File: config.mk
export PLATFORM = sky130hd
export DESIGN_NAME = radix4_divider
export DESIGN_NICKNAME = d
export VERILOG_FILES = /design/src/rtl/radix4_divider.sv
export SDC_FILE = /design/constraint.sdc
export NUM_CORES = 1
export LEC_CHECK = 0
export CORE_ASPECT_RATIO = 0.75
export CORE_MARGIN = 2
export CORE_UTILIZATION = 40
export CTS_BUF_LIST = sky130_fd_sc_hd__clkbuf_4 sky130_fd_sc_hd__clkbuf_8
export DETAILED_ROUTE_END_ITERATION = 7
export HOLD_SLACK_MARGIN = 0.05
export PLACE_DENSITY_LB_ADDON = 0.1
export SKIP_CTS_REPAIR_TIMING = 1
export SYNTH_ARGS = -nofsm -noshare
export SYNTH_HDL_FRONTEND = slang
export SYNTH_SLANG_ARGS = --single-unit
File: constraint.sdc
create_clock -name clk -period 4.8 [get_ports clk]
set_clock_uncertainty 0.15 [all_clocks]
set_input_delay 0.72 -clock clk [delete_from_list [all_inputs] [get_ports clk]]
set_output_delay 0.72 -clock clk [all_outputs]
set_load 0.005 [all_outputs]
File: src/rtl/radix4_divider.sv
// Iterative radix-4 restoring divider, signed/unsigned; 19-cycle latency (1 for divide-by-zero).
// Backpressure: result held in DONE until out_ready; in_ready only while idle, no overlap.
module radix4_divider #(
   parameter int WIDTH = 32
) (
   input  logic             clk,
   input  logic             rst_n,
   input  logic             in_valid,
   output logic             in_ready,
   input  logic             is_signed,
   input  logic [WIDTH-1:0] dividend,
   input  logic [WIDTH-1:0] divisor,
   output logic             out_valid,
   input  logic             out_ready,
   output logic [WIDTH-1:0] quotient,
   output logic [WIDTH-1:0] remainder,
   output logic             div_by_zero
);
   localparam int STEPS = WIDTH / 2;
   localparam int CW    = $clog2(STEPS);

   typedef enum logic [2:0] {IDLE, PREP, ITER, FIX, DONE} state_t;

   state_t           state;
   logic [WIDTH-1:0] a_reg, b_reg, mag, q_reg;
   logic             sgn, neg_q, neg_r;
   logic [WIDTH+1:0] d1, d2, d3, r;
   logic [CW-1:0]    cnt;

   logic [WIDTH-1:0] a_abs, b_abs;
   logic [WIDTH+1:0] r_sh, r_next;
   logic [1:0]       q_dig;

   assign in_ready  = (state == IDLE);
   assign out_valid = (state == DONE);

   // Partial remainder stays below d, so the shifted value always fits WIDTH+2 bits.
   always_comb begin
      a_abs  = (sgn && a_reg[WIDTH-1]) ? -a_reg : a_reg;
      b_abs  = (sgn && b_reg[WIDTH-1]) ? -b_reg : b_reg;
      r_sh   = (r << 2) | {{WIDTH{1'b0}}, mag[WIDTH-1:WIDTH-2]};
      q_dig  = 2'd0;
      r_next = r_sh;
      if (r_sh >= d3) begin
         q_dig  = 2'd3;
         r_next = r_sh - d3;
      end else if (r_sh >= d2) begin
         q_dig  = 2'd2;
         r_next = r_sh - d2;
      end else if (r_sh >= d1) begin
         q_dig  = 2'd1;
         r_next = r_sh - d1;
      end
   end

   always_ff @(posedge clk or negedge rst_n) begin
      if (!rst_n) begin
         state       <= IDLE;
         a_reg       <= '0;
         b_reg       <= '0;
         sgn         <= 1'b0;
         neg_q       <= 1'b0;
         neg_r       <= 1'b0;
         d1          <= '0;
         d2          <= '0;
         d3          <= '0;
         r           <= '0;
         mag         <= '0;
         q_reg       <= '0;
         cnt         <= '0;
         quotient    <= '0;
         remainder   <= '0;
         div_by_zero <= 1'b0;
      end else begin
         case (state)
            IDLE: begin
               if (in_valid) begin
                  a_reg <= dividend;
                  b_reg <= divisor;
                  sgn   <= is_signed;
                  if (divisor == '0) begin
                     quotient    <= '1;
                     remainder   <= dividend;
                     div_by_zero <= 1'b1;
                     state       <= DONE;
                  end else begin
                     div_by_zero <= 1'b0;
                     state       <= PREP;
                  end
               end
            end
            PREP: begin
               neg_q <= sgn & (a_reg[WIDTH-1] ^ b_reg[WIDTH-1]);
               neg_r <= sgn & a_reg[WIDTH-1];
               d1    <= {2'b00, b_abs};
               d2    <= {1'b0, b_abs, 1'b0};
               d3    <= {2'b00, b_abs} + {1'b0, b_abs, 1'b0};
               r     <= '0;
               mag   <= a_abs;
               q_reg <= '0;
               cnt   <= '0;
               state <= ITER;
            end
            ITER: begin
               r     <= r_next;
               mag   <= mag << 2;
               q_reg <= {q_reg[WIDTH-3:0], q_dig};
               cnt   <= cnt + CW'(1);
               if (cnt == CW'(STEPS - 1))
                  state <= FIX;
            end
            FIX: begin
               quotient  <= neg_q ? -q_reg : q_reg;
               remainder <= neg_r ? -r[WIDTH-1:0] : r[WIDTH-1:0];
               state     <= DONE;
            end
            DONE: begin
               if (out_ready)
                  state <= IDLE;
            end
            default: state <= IDLE;
         endcase
      end
   end
endmodule

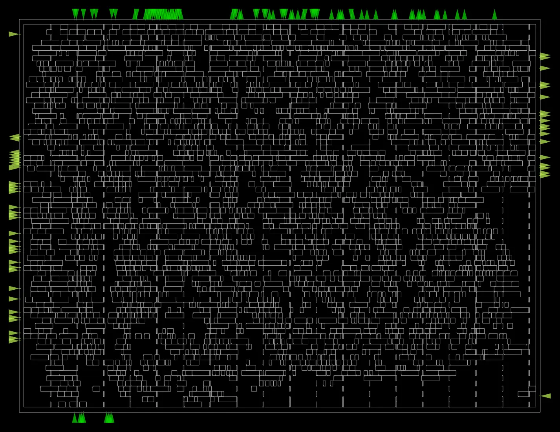
Figure 1: placement view.
Tap Cells: 712
post-layout instance count excluding filler cells: 3346
proportion of cell area occupied by registers: 0.300

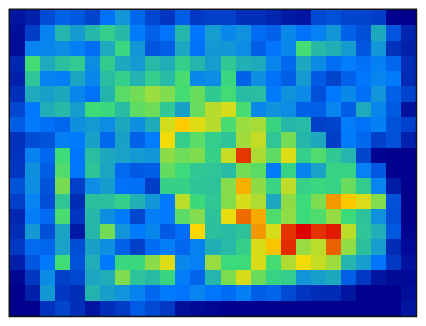
Figure 2: wiring heat map.
Scale: 1.5 px per micron. 27 x 20 tiles, from dark blue (low) to red (high), scaled to the fullest tile. Values are wire area over tile area, all layers added.
nearly empty tiles	5.7%
tiles over half the peak	18%
mean over tiles	0.21
fullest tile	0.66
densest ninth of the die	center
Wirelength per Cell: 21.5 microns
routed via count: 19200
Total Routing Usage GR: 0.259
total wire length after detailed routing: 72000 microns

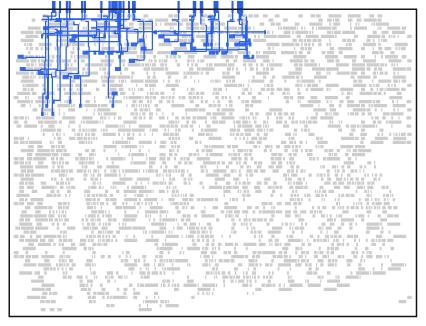
Figure 3: port wiring.
Scale: 1.5 px per micron.
color	port	direction	edge	end cells	wire
blue	dividend	input	north	64	1810 microns
total of buffers placed on input and output ports: 135
I/O pin count: 136

==> impl_metrics.ini <==
; generated from flow reports
[clock_network]
cts.reportedPaths.clkPinSlew_ns = 0.06
cts.htree.levels = 2

[logic_synthesis]
flop_cell = sky130_fd_sc_hd__dfrtp_1
synthDominantCellAreaShare = 0.352
main_area_contributors = sky130_fd_sc_hd__dfrtp_1 35%, sky130_fd_sc_hd__ha_1 7.8%, sky130_fd_sc_hd__o21ai_0 6.0%, sky130_fd_sc_hd__xor2_1 5.5%, sky130_fd_sc_hd__a21oi_1 4.7%
synthTopCellsByCount = 300 x sky130_fd_sc_hd__dfrtp_1, 256 x sky130_fd_sc_hd__o21ai_0, 203 x sky130_fd_sc_hd__nand2_1
synth.yosys.seq_area_share = 0.352
synth_stat.cells = 2439

[hold_path]
whs_path_depth = 2
whs_endpoint = remainder[25]$_DFFE_PN0P_

[worst_setup_path]
cp_num_buf_inv = 1
crit_path_max_fo = 6
critical_path.startpoint_type = flip-flop
cp.required_ns = 5.15

[grt]
vias_in_the_first_global_route = 18100
antenna_violations_before_repair = 1

[placed_design]
placement.cell_area_sq_mm = 0.0238
place_congestion = 0.954

[timing]
post-route-worst-setup-slack_ns = 0.268
setup_total_negative_slack_ns = 0
post-route-min-period_ns = 4.53
worst_margin_slew_ns = 1.10

[routing]
drtAntennaViolNets = 0
drt-met1-wl_microns = 36300

[cells_and_area]
flip_flop_count_of_the_largest_register_after_layout = 34

[outcome]
result_of_the_run = completed
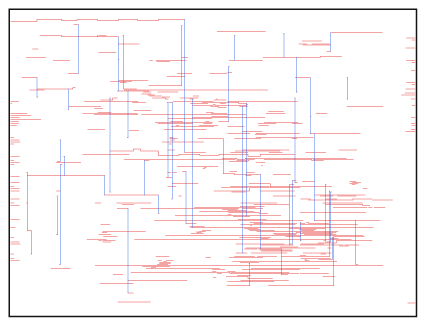
Figure 4: routed metal, one color a layer.
Scale: 1.5 px per micron. Two of the layers only.
color	layer	wire length
blue	met4	1700 microns
red	met3	6280 microns

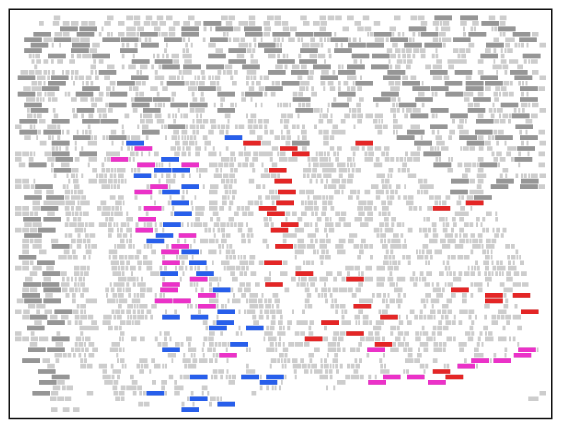
Figure 5: sequential cells grouped by signal name.
Scale: 2 px per micron.
color	name in the netlist	flops
red	r	32
magenta	d1	31
blue	d3	34
not colored	203
utilization of the core after routing: 0.474
register cell area after layout: 0.00751 sq mm

[final cells by class]
type,count,area (sq um),area share
clock buffers,82,1020,0.0409
flip-flops and latches,300,7510,0.300
inverters,109,409,0.0164
well taps,712,891,0.0356
clock inverters,13,109,0.00435
repair buffers,215,2020,0.0809
diodes,3,7.51,0.000300
multi-input cells,1912,13000,0.521
[worst max-delay path by stage]
stage | from | to | slack (ns)
5_1_grt | b_reg[15]$_DFFE_PN0P_ | d3[31]$_DFFE_PN0P_ | 0.02
3_5_place_dp | b_reg[0]$_DFFE_PN0P_ | d3[25]$_DFFE_PN0P_ | 0.17
6_report | b_reg[0]$_DFFE_PN0P_ | d3[25]$_DFFE_PN0P_ | 0.27
4_1_cts | b_reg[0]$_DFFE_PN0P_ | d3[25]$_DFFE_PN0P_ | 0.16
3_3_place_gp | b_reg[15]$_DFFE_PN0P_ | d3[31]$_DFFE_PN0P_ | 0.33
2_1_floorplan | b_reg[8]$_DFFE_PN0P_ | d3[31]$_DFFE_PN0P_ | 0.67
[logic make-up (layout without fill, tap and decap cells)]
kind of cell	after synthesis	in the layout	synth area share
DFF	300	300	0.352
xor gates and xnor gates	225	225	0.0925
adders and majority gates	137	137	0.0818
other	0	3	0
buffers and inverters	227	419	0.0402
muxes	90	90	0.0463
AOI/OAI and AO/OA	816	816	0.242
and+or+nand+nor	644	644	0.145
[per-stage QoR]
step                      instances
after detailed placement       3247
after CTS                      3342
final                          3346
after floorplan                2439
after global routing           3343
after global placement         3247
